run_1/placed.png
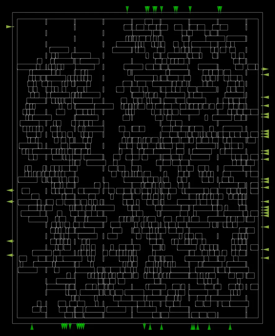
run_1/clock_wires.png
Scale bar: 20 µm.
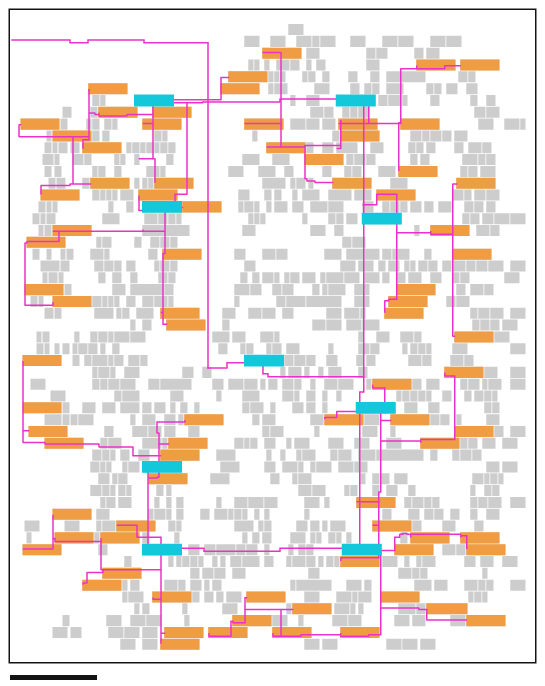
run_1/class_map.png
Fill, decap, tap and diode cells in grey.
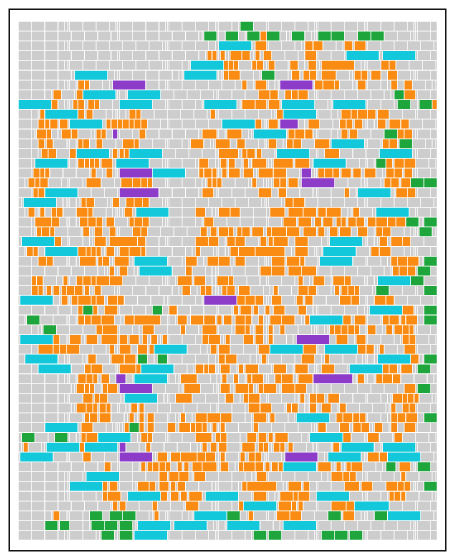
--- src/rtl/lcd_morse_writer.sv ---
// HD44780 16x2 writer: power-up and init sequence, then mirrors the 8-code Morse display
// buffer as ASCII on line 1, redrawing only when the buffer content changes.
module lcd_morse_writer #(
  parameter int unsigned P_POWERUP  = 750000,
  parameter int unsigned P_SETUP    = 4,
  parameter int unsigned P_EN_HIGH  = 16,
  parameter int unsigned P_CMD_WAIT = 2500,
  parameter int unsigned P_CLR_WAIT = 100000,
  parameter int unsigned P_COL      = 4
) (
  input  logic        iCLK,
  input  logic        iRST,
  input  logic [39:0] iDisplayData,
  output logic [7:0]  oLCD_DATA,
  output logic        oLCD_RS,
  output logic        oLCD_RW,
  output logic        oLCD_EN,
  output logic        oLCD_ON,
  output logic        oBusy,
  output logic        oFrameDone
);

  localparam int unsigned M1    = (P_POWERUP > P_CLR_WAIT) ? P_POWERUP : P_CLR_WAIT;
  localparam int unsigned M2    = (P_CMD_WAIT > P_EN_HIGH) ? P_CMD_WAIT : P_EN_HIGH;
  localparam int unsigned M3    = (M2 > P_SETUP) ? M2 : P_SETUP;
  localparam int unsigned P_MAX = (M1 > M3) ? M1 : M3;
  localparam int unsigned CW    = $clog2(P_MAX + 1);

  typedef enum logic [2:0] {S_POWERUP, S_INIT, S_IDLE, S_ADDR, S_CHAR, S_DONE} state_t;
  typedef enum logic [1:0] {PH_SETUP, PH_EN, PH_WAIT} phase_t;

  state_t        state, state_d;
  phase_t        phase, phase_d;
  logic [CW-1:0] cnt, cnt_d, wait_last;
  logic [2:0]    idx, idx_d;
  logic          dirty, dirty_d;
  logic [39:0]   shadow, shadow_d;
  logic [7:0]    data_q, data_d;
  logic          rs_q, rs_d, en_q, en_d, on_q;
  logic          load, byte_done;

  function automatic logic [7:0] to_ascii(input logic [4:0] code);
    if (code < 5'd26)      return 8'h41 + {3'b000, code};
    else if (code == 5'd31) return 8'h20;
    else                   return 8'h3F;
  endfunction

  // {rs, data} of the byte that state/index select; used when a byte is first loaded
  function automatic logic [8:0] byte_for(input state_t st, input logic [2:0] ix,
                                          input logic [39:0] shd);
    logic [5:0] lsb;
    lsb = 6'(3'd7 - ix) * 6'd5;
    case (st)
      S_INIT: begin
        case (ix)
          3'd0:    return {1'b0, 8'h38};
          3'd1:    return {1'b0, 8'h0C};
          3'd2:    return {1'b0, 8'h01};
          default: return {1'b0, 8'h06};
        endcase
      end
      S_ADDR:  return {1'b0, 8'h80 + 8'(P_COL)};
      S_CHAR:  return {1'b1, to_ascii(shd[lsb +: 5])};
      default: return 9'h000;
    endcase
  endfunction

  always_comb begin
    wait_last = (!rs_q && data_q == 8'h01) ? CW'(P_CLR_WAIT - 1) : CW'(P_CMD_WAIT - 1);
  end

  always_comb begin
    state_d   = state;
    phase_d   = phase;
    cnt_d     = cnt;
    idx_d     = idx;
    dirty_d   = dirty;
    shadow_d  = shadow;
    data_d    = data_q;
    rs_d      = rs_q;
    en_d      = 1'b0;
    load      = 1'b0;
    byte_done = 1'b0;

    case (state)
      S_POWERUP: begin
        if (cnt == CW'(P_POWERUP - 1)) begin
          state_d = S_INIT;
          idx_d   = '0;
          cnt_d   = '0;
          phase_d = PH_SETUP;
          load    = 1'b1;
        end else begin
          cnt_d = cnt + CW'(1);
        end
      end
      S_INIT, S_ADDR, S_CHAR: begin
        case (phase)
          PH_SETUP: begin
            if (cnt == CW'(P_SETUP - 1)) begin
              phase_d = PH_EN;
              cnt_d   = '0;
              en_d    = 1'b1;
            end else begin
              cnt_d = cnt + CW'(1);
            end
          end
          PH_EN: begin
            if (cnt == CW'(P_EN_HIGH - 1)) begin
              phase_d = PH_WAIT;
              cnt_d   = '0;
            end else begin
              cnt_d = cnt + CW'(1);
              en_d  = 1'b1;
            end
          end
          default: begin
            if (cnt == wait_last) begin
              byte_done = 1'b1;
              cnt_d     = '0;
              phase_d   = PH_SETUP;
            end else begin
              cnt_d = cnt + CW'(1);
            end
          end
        endcase

        if (byte_done) begin
          case (state)
            S_INIT: begin
              if (idx == 3'd3) begin
                state_d = S_IDLE;
              end else begin
                idx_d = idx + 3'd1;
                load  = 1'b1;
              end
            end
            S_ADDR: begin
              state_d = S_CHAR;
              idx_d   = '0;
              load    = 1'b1;
            end
            default: begin
              if (idx == 3'd7) begin
                state_d = S_DONE;
              end else begin
                idx_d = idx + 3'd1;
                load  = 1'b1;
              end
            end
          endcase
        end
      end
      S_IDLE: begin
        if (dirty || iDisplayData != shadow) begin
          shadow_d = iDisplayData;
          dirty_d  = 1'b0;
          state_d  = S_ADDR;
          phase_d  = PH_SETUP;
          cnt_d    = '0;
          load     = 1'b1;
        end
      end
      default: state_d = S_IDLE;
    endcase

    if (load) begin
      {rs_d, data_d} = byte_for(state_d, idx_d, shadow_d);
    end
  end

  always_ff @(posedge iCLK or posedge iRST) begin
    if (iRST) begin
      state  <= S_POWERUP;
      phase  <= PH_SETUP;
      cnt    <= '0;
      idx    <= '0;
      dirty  <= 1'b1;
      shadow <= '0;
      data_q <= '0;
      rs_q   <= 1'b0;
      en_q   <= 1'b0;
      on_q   <= 1'b0;
    end else begin
      state  <= state_d;
      phase  <= phase_d;
      cnt    <= cnt_d;
      idx    <= idx_d;
      dirty  <= dirty_d;
      shadow <= shadow_d;
      data_q <= data_d;
      rs_q   <= rs_d;
      en_q   <= en_d;
      on_q   <= 1'b1;
    end
  end

  assign oLCD_DATA  = data_q;
  assign oLCD_RS    = rs_q;
  assign oLCD_RW    = 1'b0;
  assign oLCD_EN    = en_q;
  assign oLCD_ON    = on_q;
  assign oBusy      = (state != S_IDLE);
  assign oFrameDone = (state == S_DONE);

endmodule
--- config.mk ---
export PLATFORM = sky130hd
export DESIGN_NAME = lcd_morse_writer
export DESIGN_NICKNAME = d
export VERILOG_FILES = /design/src/rtl/lcd_morse_writer.sv
export SDC_FILE = /design/constraint.sdc
export NUM_CORES = 1
export LEC_CHECK = 0
export ABC_AREA = 0
export CORE_ASPECT_RATIO = 1.25
export CORE_MARGIN = 2
export CORE_UTILIZATION = 40
export DETAILED_ROUTE_END_ITERATION = 16
export PLACE_DENSITY = 0.56
export SLEW_MARGIN = 10
export SYNTH_ARGS = -nofsm -noshare
export SYNTH_HDL_FRONTEND = slang
export SYNTH_SLANG_ARGS = --single-unit
export TNS_END_PERCENT = 10
--- constraint.sdc ---
create_clock -name iCLK -period 10 [get_ports iCLK]
set_clock_uncertainty 0.1 [all_clocks]
set_input_delay 1 -clock iCLK [delete_from_list [all_inputs] [get_ports iCLK]]
set_output_delay 1 -clock iCLK [all_outputs]
set_load 0.02 [all_outputs]
==> run summary, run 1 <==
Results of an implementation run.

The count of endpoints failing setup in the final report is 0. Per the synthesis report, the XOR/XNOR share of the synthesized area is 5.78%. Summing all multiplexer cells gives an area fraction of 9.44%. The area fraction of the largest cell type after synthesis is ~29%.

The die footprint is between 15000 and 20000 µm². The number of global-route vias before repair is 6642. The mapped netlist covers slightly below 7000 µm². Dividing the synthesized area by the synthesized cell count gives 8.00 µm². Counting flops with a built-in enable in the synthesized netlist gives 0. The detailed-route wire length is 23500 µm.

The dominant kind of combinational cell is simple AND/OR/NAND/NOR gates. For this run, the total global-route usage over all layers was measured as between 20% and 30%. The critical path in this run is classified as reg2reg. The root buffer cell is clkbuf_16. At the end of the flow, the number of nets in the layout was about 900. The run finished with clean final reports. In this run the VDD rail shows a maximum IR drop of around 57 µV. The area share of fa/ha/maj cells after synthesis is around 1.3%. The total negative slack for setup checks is 0 ns. The number of top-level pins is about 56.

The count of instances resized after the clock tree is built is 0.
Back to the opening pictures, placed.png:
Final Non-Filler Cells: 1092
Placeable Area: 16800 µm²
sequential cell area share: 25.7%

Back to the opening pictures, clock_wires.png:
Orange stands for flip-flops, count 80. Magenta stands for clock wires, length 1300 µm. Cyan stands for clock-net drivers, count 9.
There are 10 routed clock nets. Position of the flops: all over the die.
insertion delay of the later-clocked pin in the worst-skew pair: 0.36 ns
part of the power in the clock network: 50.0%
clock group total power: 366 µW

Back to the opening pictures, class_map.png:
Green stands for remaining buffers and delay cells, cells 63. Purple stands for clock drivers and dummy loads, cells 16. Orange stands for remaining logic cells, cells 713. Cyan stands for registers, cells 80.

-- run 1: worst max-delay path: cells and delay by family (launching register included) --
family                   cells  cell delay (ns)
adder cells (fa/ha/maj)      1             0.82
AND/OR/NAND/NOR              5             2.22
flip-flops                   1             0.49
buffers and inverters        2             0.62
AND-OR/OR-AND                6             1.74
multiplexers                 1             0.37
-- run 1: synthesized netlist by cell type (10+ instances only) --
library cell,number
a22oi_1,30
nand3_1,40
nor4_1,14
mux2_2,18
xor2_1,35
mux2i_1,37
inv_1,26
o21ai_0,67
dfrtp_1,79
a21oi_1,23
nand4_1,37
and3_1,39
clkbuf_1,41
nor3_1,26
nor2_1,54
nand2_1,101
xnor2_1,10
-- run 1: worst min-delay path by stage --
stage	from	end	cells after the start
floorplan	dirty$_DFFE_PP1P_	dirty$_DFFE_PP1P_	1
global placement	oLCD_DATA[7]$_DFFE_PP0P_	oLCD_DATA[7]$_DFFE_PP0P_	2
detailed placement	oLCD_DATA[7]$_DFFE_PP0P_	oLCD_DATA[7]$_DFFE_PP0P_	2
CTS	oLCD_DATA[7]$_DFFE_PP0P_	oLCD_DATA[7]$_DFFE_PP0P_	2
global route	dirty$_DFFE_PP1P_	dirty$_DFFE_PP1P_	1
finish	oLCD_RS$_DFFE_PP0P_	oLCD_RS$_DFFE_PP0P_	2
-- run 1: cell type report --
| type | count | area [µm²] |
|---|---|---|
| well taps | 220 | 275 |
| fillers | 1623 | 9000 |
| flip-flops and latches | 80 | 2000 |
| clock inverters | 5 | 80.1 |
| repair buffers | 63 | 608 |
| multi-input cells | 683 | 4450 |
| clock buffers | 11 | 243 |
| inverters | 30 | 116 |
==> run 2, diff against run 1 <==
--- a/config.mk
+++ b/config.mk
@@ -10,7 +10,7 @@
 export CORE_MARGIN = 2
 export CORE_UTILIZATION = 40
 export DETAILED_ROUTE_END_ITERATION = 16
-export PLACE_DENSITY = 0.56
+export PLACE_DENSITY = 0.58
 export SLEW_MARGIN = 10
 export SYNTH_ARGS = -nofsm -noshare
 export SYNTH_HDL_FRONTEND = slang
==> constraint.sdc (replaced) <==
create_clock -name iCLK -period 5.26 [get_ports iCLK]
set_clock_uncertainty 0.1 [all_clocks]
set_input_delay 0.526 -clock iCLK [delete_from_list [all_inputs] [get_ports iCLK]]
set_output_delay 0.526 -clock iCLK [all_outputs]
set_load 0.02 [all_outputs]
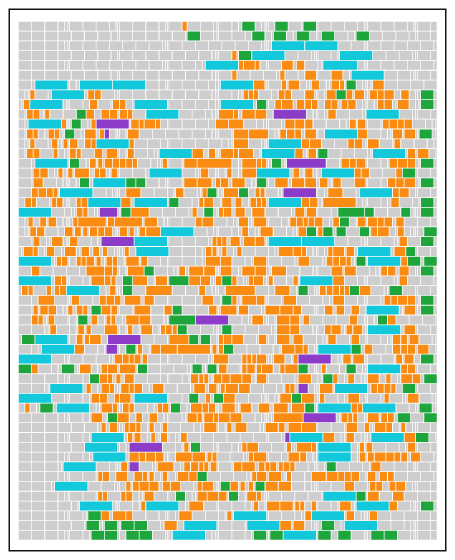
run_2/class_map.png
Fill, decap, tap and diode cells in grey.
Purple stands for clock drivers and dummy loads, cells 16. Orange stands for remaining logic cells, cells 713. Green stands for remaining buffers and delay cells, cells 123. Cyan stands for registers, cells 80.

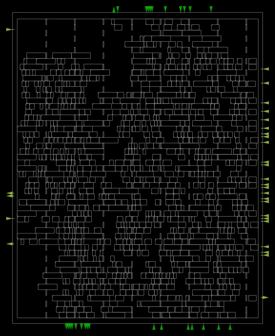
run_2/placed.png
FFs & Latches: 80
filler cell count: 1621
# Taps: 220
utilization after layout: 49.5%

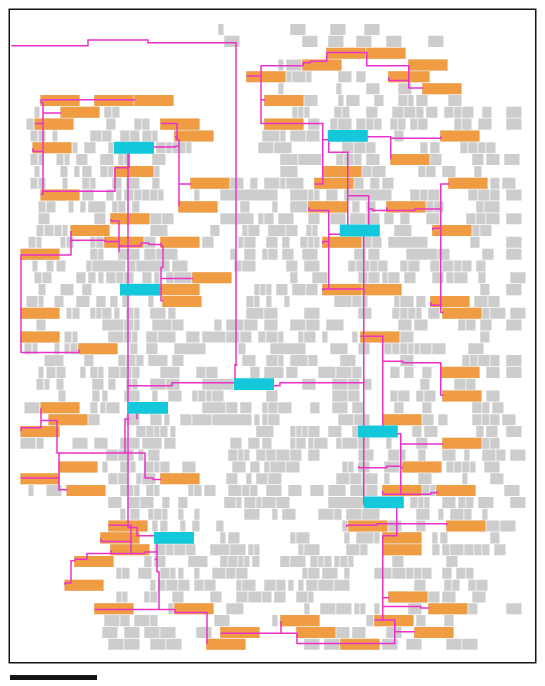
run_2/clock_wires.png
Scale bar: 20 µm.
Magenta stands for clock wires, length 1270 µm. Orange stands for flip-flops, count 80. Cyan stands for clock-net drivers, count 9.
Position of the flops: all over the die.
clock group total power: 650 µW
insertion delay of the later-clocked pin in the worst-skew pair: 0.35 ns
part of the power in the clock network: 48.3%

==> run summary, run 2 <==
Results of an implementation run.

The synthesis report gives the async set-or-reset register share as 100%. STA shows the worst min-delay path finishing at oLCD_RS$_DFFE_PP0P_. The routed via count is 6945. The count of endpoints failing setup in the final report is 0 (unchanged).

The clock H-tree reported by CTS has 3 levels. The number of clock sinks is 80. The final cell count without fillers was 1152 (+5.5%). The post-synthesis average cell area is 8.00 µm² (unchanged). The net count of the finished layout was 976 (+6.6%). The startpoint type of the worst setup path is a flop. The cell count after placement is around 1.1k. By area the synthesized netlist is led by dfrtp_1 29%, nand2_1 5.6%, mux2i_1 5.4%, o21ai_0 4.9%, xor2_1 4.5%. The worst vdd rail ir drop was 93.5 µV (+63%).

The total negative slack for setup checks is 0 ns (unchanged). The count of input and output buffers is around 54. The run finished with clean final reports. Post-route period utilization is reported as approximately 97%. The initial antenna violation count is 0. The critical path capture point type is a flop. Timing would allow up to about 200 MHz. The number of cells on the worst hold path was 2 (unchanged). The layout cell share with drive strength beyond 1 is about 15%. The global-route wire length before repair is between 30000 and 40000 µm.

The number of cell instances after yosys synthesis is between 800 and 900. The total nets after synthesis is approximately 900. Entering global routing, the biggest net connects 48 pins. The critical register-to-register path endpoint is oLCD_DATA[3]$_DFFE_PP0P_.

The path depth of the worst reg2reg path is 16. The number of core rows is approximately 53. The type of the setup path with the least slack is reg2reg. The detailed-route wire length is 23400 µm (-0.66%).

The cell area after synthesis is 6820 µm² (unchanged). The number of global-route vias before repair came to 6685 (+0.65%). The area fraction of the dominant cell type after synthesis is 29.0% (unchanged). The number of top-level pins was 56 (unchanged). In this run, synthesis produced a sequential element count of 80. The commonest cells after synthesis are 101 x nand2_1, 79 x dfrtp_1, 67 x o21ai_0.

The die footprint is 18100 µm² (unchanged). The number of flops mapped to enable cells by yosys is 0 (unchanged). Per Yosys stat, the portion of area used by sequential elements is about 29%. The core outline area was 16800 µm² (unchanged). The synthesis-to-finish area growth is 21.8%. The power report puts the leakage power at 0.00366 µW. The flip-flop count of the largest register after layout is 40.

The launch instance of the worst min-delay path is oLCD_RS$_DFFE_PP0P_. The global-route total usage across every layer is 26.3% (-0.29 points). The cell sitting at the root of the clock tree is a clkbuf_16. The most frequently used cell type in the post-synthesis netlist is nand2_1.

The final report gives the standard cell area, fillers excluded, as ~8300 µm².
run 2: cell counts after synthesis:
Identical to the previous run, type by type.
run 2: layout make-up:
class	count	area, µm²
Multi-Input combinational cell	683	4520
Clock inverter	4	53.8
Fill cell	1621	8470
Sequential cell	80	2000
Timing Repair Buffer	123	1090
Inverter	30	116
Clock buffer	12	246
Tap cell	220	275
run 2: worst max-delay path, cell delays in order (launching register included):
cell      delay (ns)
dfrtp_1         0.37
buf_4           0.15
or4_4           0.55
nor4_4          0.34
nand3_2         0.12
or4_4           0.55
o22ai_4         0.17
inv_4           0.04
ha_1            0.34
buf_4           0.20
nand2_1         0.10
o22ai_1         0.10
o31ai_1         0.44
nand4b_1        0.28
a222oi_1        0.46
mux2_1          0.36
a221o_1         0.31
run 2: per-layer routing:
layer | GRT usage (%) | part of all wire, % | vias up
li1 | - | - | 3330
met2 | 45.7 | 50 | 236
met5 | 0 | 0 | -
met1 | 31.8 | 41 | 3332
met3 | 3.16 | 4.5 | 47
met4 | 13.5 | 4.3 | 0
run 2: timing repair:
| action | in CTS | in global routing |
|---|---|---|
| resized | 0 | 18 |
| hold endpoints to repair | 0 | 0 |
| hold buffers | 0 | 0 |
| endpoints found under the setup margin | 0 | 6 |
| buffers inserted | 0 | 5 |
run 2: report_power, final:
part	leakage [µW]	switching, µW	internal, µW	total (µW)
Combinational	0.00251	39.3	39.2	78.5
Sequential	0.00101	0.572	616	617
Clock	0.000139	268	382	650
run 2: logic make-up (layout without fill, tap and decap cells):
family	Yosys count	in the layout	share of synthesized area, %
adders and majority gates	7	7	1.28
buffers and inverters	90	169	5.57
muxes	59	59	9.44
DFF	80	80	29.4
and+or+nand+nor	366	366	28.2
other	2	2	0.110
AOI/OAI and AO/OA	204	204	20.2
xor gates and xnor gates	45	45	5.78
==> run 3, diff against run 2 <==
--- a/config.mk
+++ b/config.mk
@@ -6,11 +6,13 @@
 export NUM_CORES = 1
 export LEC_CHECK = 0
 export ABC_AREA = 0
+export CELL_PAD_IN_SITES_DETAIL_PLACEMENT = 1
+export CELL_PAD_IN_SITES_GLOBAL_PLACEMENT = 1
 export CORE_ASPECT_RATIO = 1.25
 export CORE_MARGIN = 2
 export CORE_UTILIZATION = 40
 export DETAILED_ROUTE_END_ITERATION = 16
-export PLACE_DENSITY = 0.58
+export PLACE_DENSITY = 0.74
 export SLEW_MARGIN = 10
 export SYNTH_ARGS = -nofsm -noshare
 export SYNTH_HDL_FRONTEND = slang
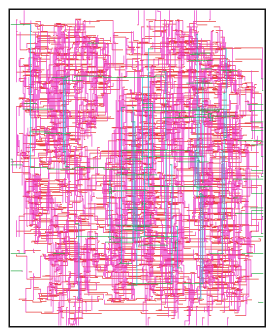
run_3/layers.png
Magenta stands for M2, wire length 13800 µm. Green stands for M3, wire length 837 µm. Cyan stands for M4, wire length 1180 µm. Red stands for M1, wire length 10900 µm.

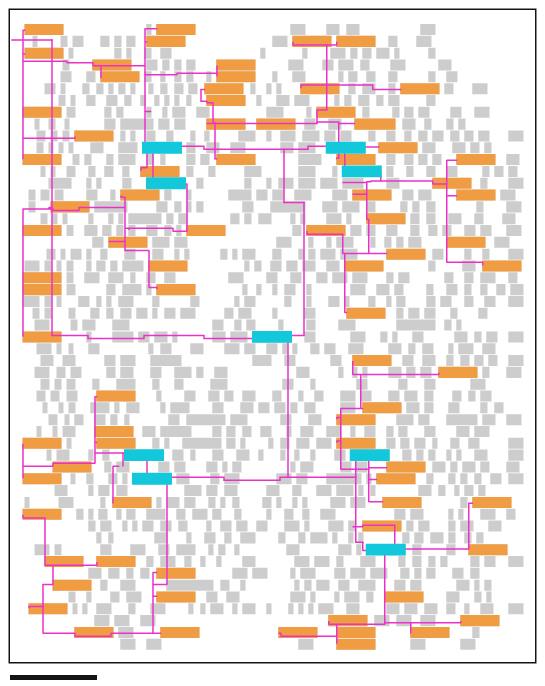
run_3/clock_wires.png
Scale bar: 20 µm.
Magenta stands for clock wires, length 1250 µm. Cyan stands for clock-net drivers, count 9. Orange stands for flip-flops, count 80.
Position of the flops: all over the die.
clock group total power: 649 µW
part of the power in the clock network: 48.2%

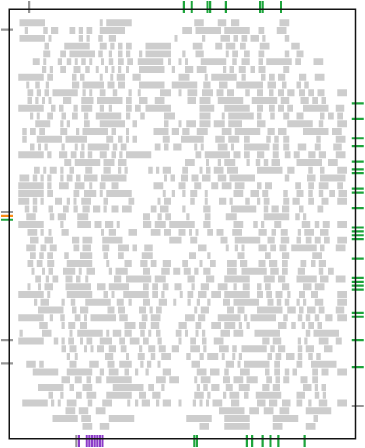
run_3/pinout.png
Pins as bars across the die edge, other pins in grey.
Green stands for iDisplayData, pins 40, direction input, edge 23 right, 8 bottom, 8 top, 1 left. Purple stands for oLCD_DATA, pins 8, direction output, edge bottom. Orange stands for oLCD_EN, pins 1, direction output, edge left.
All pins by edge: 24 right, 17 bottom, 9 top, 6 left.

==> run summary, run 3 <==
Results of an implementation run.

The power attributed to sequential cells was 617 µW (about the same). The final design utilization is 49.8% (+0.30 points). The area share of fa/ha/maj cells after synthesis is 1.28% (unchanged). The detailed-route wire length is 26700 µm (+14%).

met2 is the most crowded layer. The met2 usage in global routing is 53.8% (+8.1 points). The number of cell instances after yosys synthesis is 853 (unchanged). The insertion delay to the later sink of the worst-skew pair is 0.35 ns (about the same). The number of core rows was 53 (unchanged).

The critical path goes through buf_4 -> or4_4 -> nor4_4 -> nand3_2 -> or4_4 -> o22ai_4 -> buf_6 -> mux2_2 -> a221oi_2 -> a2111oi_0 -> a211oi_1 -> nand2_1 -> ha_1 -> and3_1 -> ha_1 -> inv_1 -> o31ai_1 -> a211oi_1. The routed via count is 7218 (+3.9%). The cell area after synthesis was 6820 µm² (unchanged).

The most frequently used cell type in the post-synthesis netlist is nand2_1. The top achievable clock speed is 195 MHz (-0.29%). The layout cell share with drive strength beyond 1 is 15.7% (+0.90 points).

The area fraction of the dominant cell type after synthesis is 29.0% (unchanged). The type of the setup path with the least slack is reg2reg. The met1 track demand over resource is 34.4% (+2.6 points). The highest cell delay on the worst timing path came to 0.56 ns (about the same).

Between the synthesized netlist and the finished layout, the area growth was recorded as 22.5%. The combinational share of power came to 6.0% (+0.2 points). The final clock period utilization by the worst path is 97.3% (+0.28 points). The number of top-level pins is 56 (unchanged). The count of endpoints failing setup in the final report is 0 (unchanged).

The synthesized-area fraction occupied by and/or/nand/nor cells is 28.2% (unchanged). STA classifies the critical path startpoint as a flop. The cts-stage hold buffer count is 0 (unchanged). The initial antenna violation count was 0 (unchanged). The leakage power summed over all cells was 0.00369 µW (+0.75%).

The sum of met3 wire segment lengths after detailed routing is 836 µm (-21%). The total nets after synthesis is 902 (unchanged). The number of clock sinks is 80 (unchanged). The level count of the clock H-tree is 3 (unchanged). The die footprint came to 18100 µm² (unchanged).

The fraction of met3 tracks used by global routing came to 3.62% (+0.46 points). The flip-flop count of the largest register after layout is 40 (unchanged). The root buffer cell is clkbuf_16. The family of cells with the greatest summed delay on the critical path is simple AND/OR/NAND/NOR gates.

The core outline area came to 16800 µm² (unchanged). The register share after synthesis came to 29.4% (unchanged). The global-route total usage across every layer came to 29.7% (+3.4 points).

The switching component of the power was 310 µW (+0.71%). The critical path capture point type is a flop. The flow ran to the end, and the final reports show no timing, DRC or antenna violations.

The worst vdd rail ir drop came to 121 µV (+30%). The path depth of the worst reg2reg path is 18 (+2).
run 3: per-stage QoR:
step | power [µW] | setup TNS, ns | std cells | instance area [µm²]
after CTS | 1360 | 0 | 1154 | 8250
after global placement | 707 | 0 | 1138 | 7950
after global routing | 1390 | -0.00662 | 1156 | 8360
after detailed placement | 708 | 0 | 1138 | 7950
final | 1350 | 0 | 1156 | 8360
after floorplan | 655 | 0 | 853 | 6830
run 3: area by class of cell:
type	instances	area, µm²
fill	2018	8420
clock buffer	11	243
inverter	30	119
tap	220	275
sequential	80	2000
timing repair buffer	127	1120
multi-input combinational	683	4540
clock inverter	5	56.3
run 3: path summary, 6_finish.rpt:
| path | startpoint | to | slack [ns] |
|---|---|---|---|
| max in group asynchronous | iRST | shadow[16]$_DFF_PP0_ | 3.51 |
| worst min-delay path | dirty$_DFFE_PP1P_ | dirty$_DFFE_PP1P_ | 0.41 |
| worst min register to register | dirty$_DFFE_PP1P_ | dirty$_DFFE_PP1P_ | 0.41 |
| worst max-delay path | cnt[12]$_DFFE_PP0P_ | oLCD_DATA[4]$_DFFE_PP0P_ | 0.14 |
| worst max register to register | cnt[12]$_DFFE_PP0P_ | oLCD_DATA[4]$_DFFE_PP0P_ | 0.14 |
| min in group asynchronous | iRST | oLCD_DATA[6]$_DFFE_PP0P_ | 0.48 |
run 3: logic make-up (layout without fill, tap and decap cells):
group           Yosys count  in the layout
flops                    80             80
other cells               2              2
mux                      59             59
buf+inv                  90            173
fa+ha+maj                 7              7
xor+xnor                 45             45
simple gates            366            366
compound gates          204            204
run 3: repair_timing:
action                     4_1_cts  5_1_grt
gates resized                    1       21
setup endpoints to repair        1        5
setup buffers                    0        2
pin swaps                        0        1
Power figures rest on the tool's default switching activity, not on a simulated workload.
